run_1/io_fan.png
Drawn at 3 px/µm.
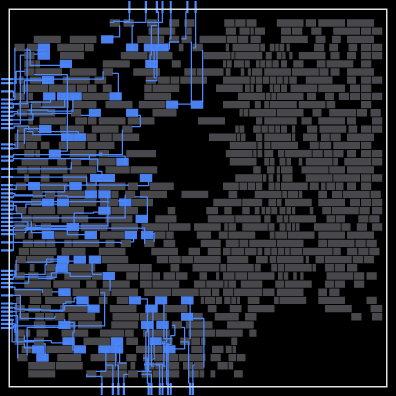
run_1/clk_routes.png
Drawn at 4 px/µm.
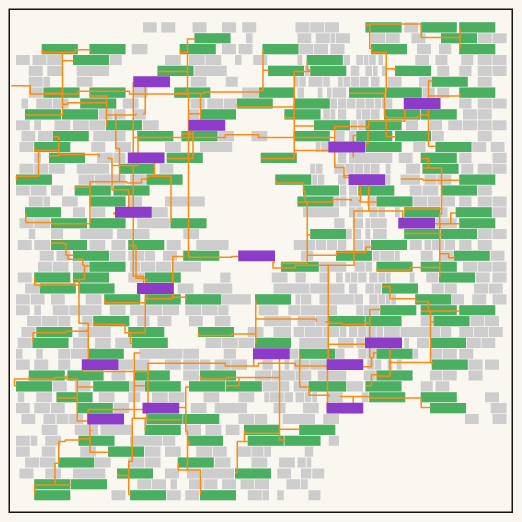
run_1/placement_by_type.png
Drawn at 3 px/µm. Fill, decap, tap and diode cells in grey.
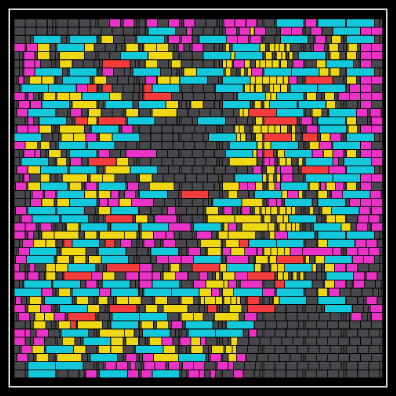
run_1/clocks.png
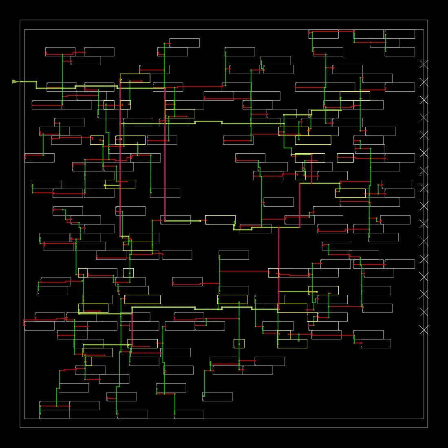
==> config.mk <==
export PLATFORM = sky130hd
export DESIGN_NAME = mem_bus_initiator
export DESIGN_NICKNAME = d
export VERILOG_FILES = /design/src/rtl/mem_bus_initiator.sv
export SDC_FILE = /design/constraint.sdc
export NUM_CORES = 1
export LEC_CHECK = 0
export CAP_MARGIN = 5
export CORE_UTILIZATION = 43
export DETAILED_ROUTE_END_ITERATION = 12
export GPL_TIMING_DRIVEN = 0
export HOLD_SLACK_MARGIN = 0.15
export PLACE_DENSITY = 0.78
export SYNTH_ARGS = -nofsm -noshare
export SYNTH_HDL_FRONTEND = slang
export SYNTH_SLANG_ARGS = --single-unit
==> constraint.sdc <==
create_clock -name clk -period 2.35 [get_ports clk]
set_clock_uncertainty 0.2 [all_clocks]
set_input_delay 0.47 -clock clk [delete_from_list [all_inputs] [get_ports clk]]
set_output_delay 0.47 -clock clk [all_outputs]
set_load 0.01 [all_outputs]
==> Table 3: Implementation characteristics, run 1 <==
Characteristics after synthesis and place and route

Parameter                              Value

Run status
  Status .................. complete, but fails checks
  Violations in the final reports .................. design-rule violations, negative setup slack

Final timing
  PnR worst setup slack .................. -324 ps
  Final Setup Violations .................. 26
  Unrepaired setup endpoints after global routing .................. yes
  Max-slew headroom at the worst pin .................. roughly 50%

Setup path
  Gate family responsible for the most delay along the worst path .................. buffers and inverters
  CP Data Arrival Time .................. 2000 ps
  Levels on crit path .................. 6
  Delay of the slowest critical-path stage .................. 430 ps
  Endpoint type of the worst setup path .................. primary output

Synthesis
  Cell with the most instances after synthesis .................. sky130_fd_sc_hd__dfrtp_1
  Post-synth area from yosys stat .................. 6550 µm²
  Ranking of synthesized cells by area .................. sky130_fd_sc_hd__dfrtp_1 58%, sky130_fd_sc_hd__mux2_2 10%, sky130_fd_sc_hd__a22o_1 6.4%
  Dominant synthesized flop cell .................. sky130_fd_sc_hd__dfrtp_1
  Adders+Majority by Area .................. under 10%
  Post-synthesis area per instance .................. 14.0 µm²
  Mux area share .................. 20.0%
  Comb area leader .................. multiplexers
  Combined area of all synthesized cells .................. 6550 µm²
  Post-synthesis sequential element count .................. between 150 and 200

Final layout
  Inverter count of the layout excluding clock inverters .................. 35
  Data-path buffer share of cell area in the final layout .................. 24.6%
  Ratio of cells with drive above 1 in the final layout .................. 29.3%
  Layout filler cell count .................. 1,058
  Combinational fraction of the cell area .................. 25.8%

Route
  Met2 WL post-DR .................. slightly below 9000 µm
  Number of remaining DRC errors .................. 16
  Total Routed Length .................. around 18,000 µm

Power
  Power dissipated in sequential cells .................. 4.51 mW
  Comb pwr share .................. 45.1%
  Top Consumer .................. combinational cells
  Switching Fraction .................. 32.8%

Clock tree
  Number of gates resized after cts .................. between 100 and 150
  Reg clk slew, reported paths .................. 60 ps
  Clock tree from TritonCTS .................. built

Placed design
  Detail Placement HPWL .................. 12,100 µm
  Worst-case setup slack after placement .................. -690 ps
  Total instance count after detailed placement .................. approximately 840

Floorplanning
  Height of the chip .................. 125 µm
  Horizontal extent of the die .................. roughly 130 µm

Worst hold path
  Instance count along the most critical hold path .................. 1
## Picture notes: io_fan.png
legend:
  blue:
    port: pkt_data
    bits: 64
    direction: input
    end_cells: 64
    wire: 1,850 µm
num ports: 186
# port buffers: 185

## Picture notes: clk_routes.png
legend:
  green:
    item: flip-flops
    count: 151
  orange:
    item: clock wires
    length: 1,850 µm
  purple:
    item: clock drivers
    count: 17
flops lie: spread over the die
routed clock nets: 18
clock network fraction of design power: 20.9%
Clock group: 2.78 mW
insertion delay of the later-clocked pin in the worst-skew pair: 430 ps

## Picture notes: placement_by_type.png
legend:
  magenta:
    class: remaining buffers and delay cells
    cells: 243
    share_of_their_area: 25%
  cyan:
    class: sequential cells
    cells: 151
    share_of_their_area: 40%
  yellow:
    class: combinational and other logic
    cells: 281
    share_of_their_area: 28%
  red:
    class: clock drivers and dummy loads
    cells: 32
    share_of_their_area: 6.4%
placement row count: 44
core area: 14,700 µm²
flop share of the area: 39.4%
finished layout cell area: 9600 µm²
Layout Utilization: 65.3%

## Picture notes: clocks.png
number of clock-tree buffers in the layout: 18
Num Clock Sinks: 151
flop count: 151
Num CTS Buffers: 17

==> run 2: changes to the inputs <==
--- a/config.mk
+++ b/config.mk
@@ -11,6 +11,7 @@
 export GPL_TIMING_DRIVEN = 0
 export HOLD_SLACK_MARGIN = 0.15
 export PLACE_DENSITY = 0.78
+export RECOVER_POWER = 100
 export SYNTH_ARGS = -nofsm -noshare
 export SYNTH_HDL_FRONTEND = slang
 export SYNTH_SLANG_ARGS = --single-unit
==> run 2 against run 1 <==
- the run still ends with design-rule violations, negative setup slack left
- maximum frequency barely moved
- sequential power is essentially flat
- first-iteration DRC count fell by 3.6%
- non-clock buffer count did not move
- via count grew 0.27%
- area after synthesis unchanged
- clock power about the same
- design area down 0.47%
- power down 2.0%
- register-to-register slack worse by 170 ps
- largest cell class unchanged
- highest routed layer unchanged
==> Table 3: Implementation characteristics, run 2 <==
Characteristics after synthesis and place and route

Parameter                              Value

Run status
  Status .................. complete, but fails checks (unchanged)
  Violations in the final reports .................. design-rule violations, negative setup slack (unchanged)

Clock tree
  Num Clock Sinks .................. 151 (unchanged)
  Insertion delay of the later-clocked pin in the worst-skew pair .................. 430 ps (about the same)
  Number of gates resized after cts .................. 114 (unchanged)
  Clock tree from TritonCTS .................. built (unchanged)

Worst hold path
  Instance count along the most critical hold path .................. 1 (unchanged)

Route
  Number of remaining DRC errors .................. 16 (unchanged)
  Met2 WL post-DR .................. 8660 µm (was 8710 µm)

Final layout
  Inverter count of the layout excluding clock inverters .................. 35 (unchanged)
  Finished layout cell area .................. 9550 µm² (was 9600 µm²)
  Flop share of the area .................. 39.6% (was 39.4%)
  Layout Utilization .................. 65.0% (was 65.3%)
  Ratio of cells with drive above 1 in the final layout .................. 28.9% (was 29.3%)
  Flop count .................. 151 (unchanged)
  Combinational fraction of the cell area .................. 25.8% (about the same)
  Data-path buffer share of cell area in the final layout .................. 24.5% (was 24.6%)
  Layout filler cell count .................. 1,071 (was 1,058)

Synthesis
  Comb area leader .................. multiplexers (unchanged)
  Post-synthesis sequential element count .................. 151 (unchanged)
  Combined area of all synthesized cells .................. 6550 µm² (unchanged)
  Post-synthesis area per instance .................. 14.0 µm² (unchanged)
  Dominant synthesized flop cell .................. sky130_fd_sc_hd__dfrtp_1 (unchanged)
  Mux area share .................. 20.0% (unchanged)
  Cell with the most instances after synthesis .................. sky130_fd_sc_hd__dfrtp_1 (unchanged)

Power
  Comb pwr share .................. 44.2% (was 45.1%)
  Clock group .................. 2.78 mW (about the same)
  Power dissipated in sequential cells .................. 4.48 mW (was 4.51 mW)

Placed design
  Detail Placement HPWL .................. 12,100 µm (unchanged)
  Worst-case setup slack after placement .................. -690 ps (unchanged)
  # port buffers .................. 185 (unchanged)

Floorplanning
  Horizontal extent of the die .................. 125 µm (unchanged)
  Placement row count .................. 44 (unchanged)
  Num ports .................. 186 (unchanged)
  Core area .................. 14,700 µm² (unchanged)

Final timing
  Final Setup Violations .................. 68 (was 26)
  Max-slew headroom at the worst pin .................. 25.7% (was 50.1%)
  PnR worst setup slack .................. -326 ps (was -324 ps)

Setup path
  CP Data Arrival Time .................. 2010 ps (was 2000 ps)
  Delay of the slowest critical-path stage .................. 430 ps (about the same)
  Gate family responsible for the most delay along the worst path .................. buffers and inverters (unchanged)
  Endpoint type of the worst setup path .................. primary output (unchanged)
run_2/clk_routes.png
Drawn at 4 px/µm.
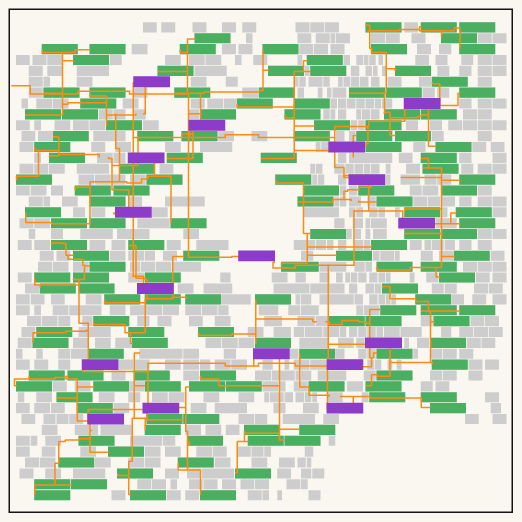
legend:
  green:
    item: flip-flops
    count: 151
  orange:
    item: clock wires
    length: 1,850 µm
  purple:
    item: clock drivers
    count: 17
routed clock nets: 18
clock network fraction of design power: 21.4%

run_2/layer_met2.png
Drawn at 4 px/µm. Cells faint in the background.
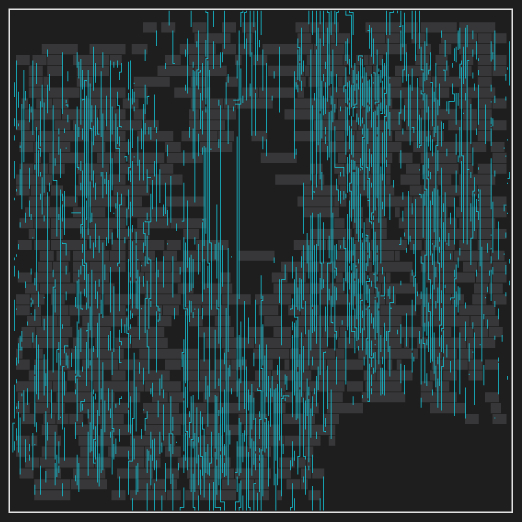
nets with wire on the layer: 724
share of all routed wire: 49%
longest straight run: 86.4 µm
wire length on this layer: 8,660 µm
main direction: vertical
Via Count: 4,803
GR Layer Usage met2: 38.3%
Total Routed Length: 17,600 µm

Power is estimated from default activity; no workload was simulated.
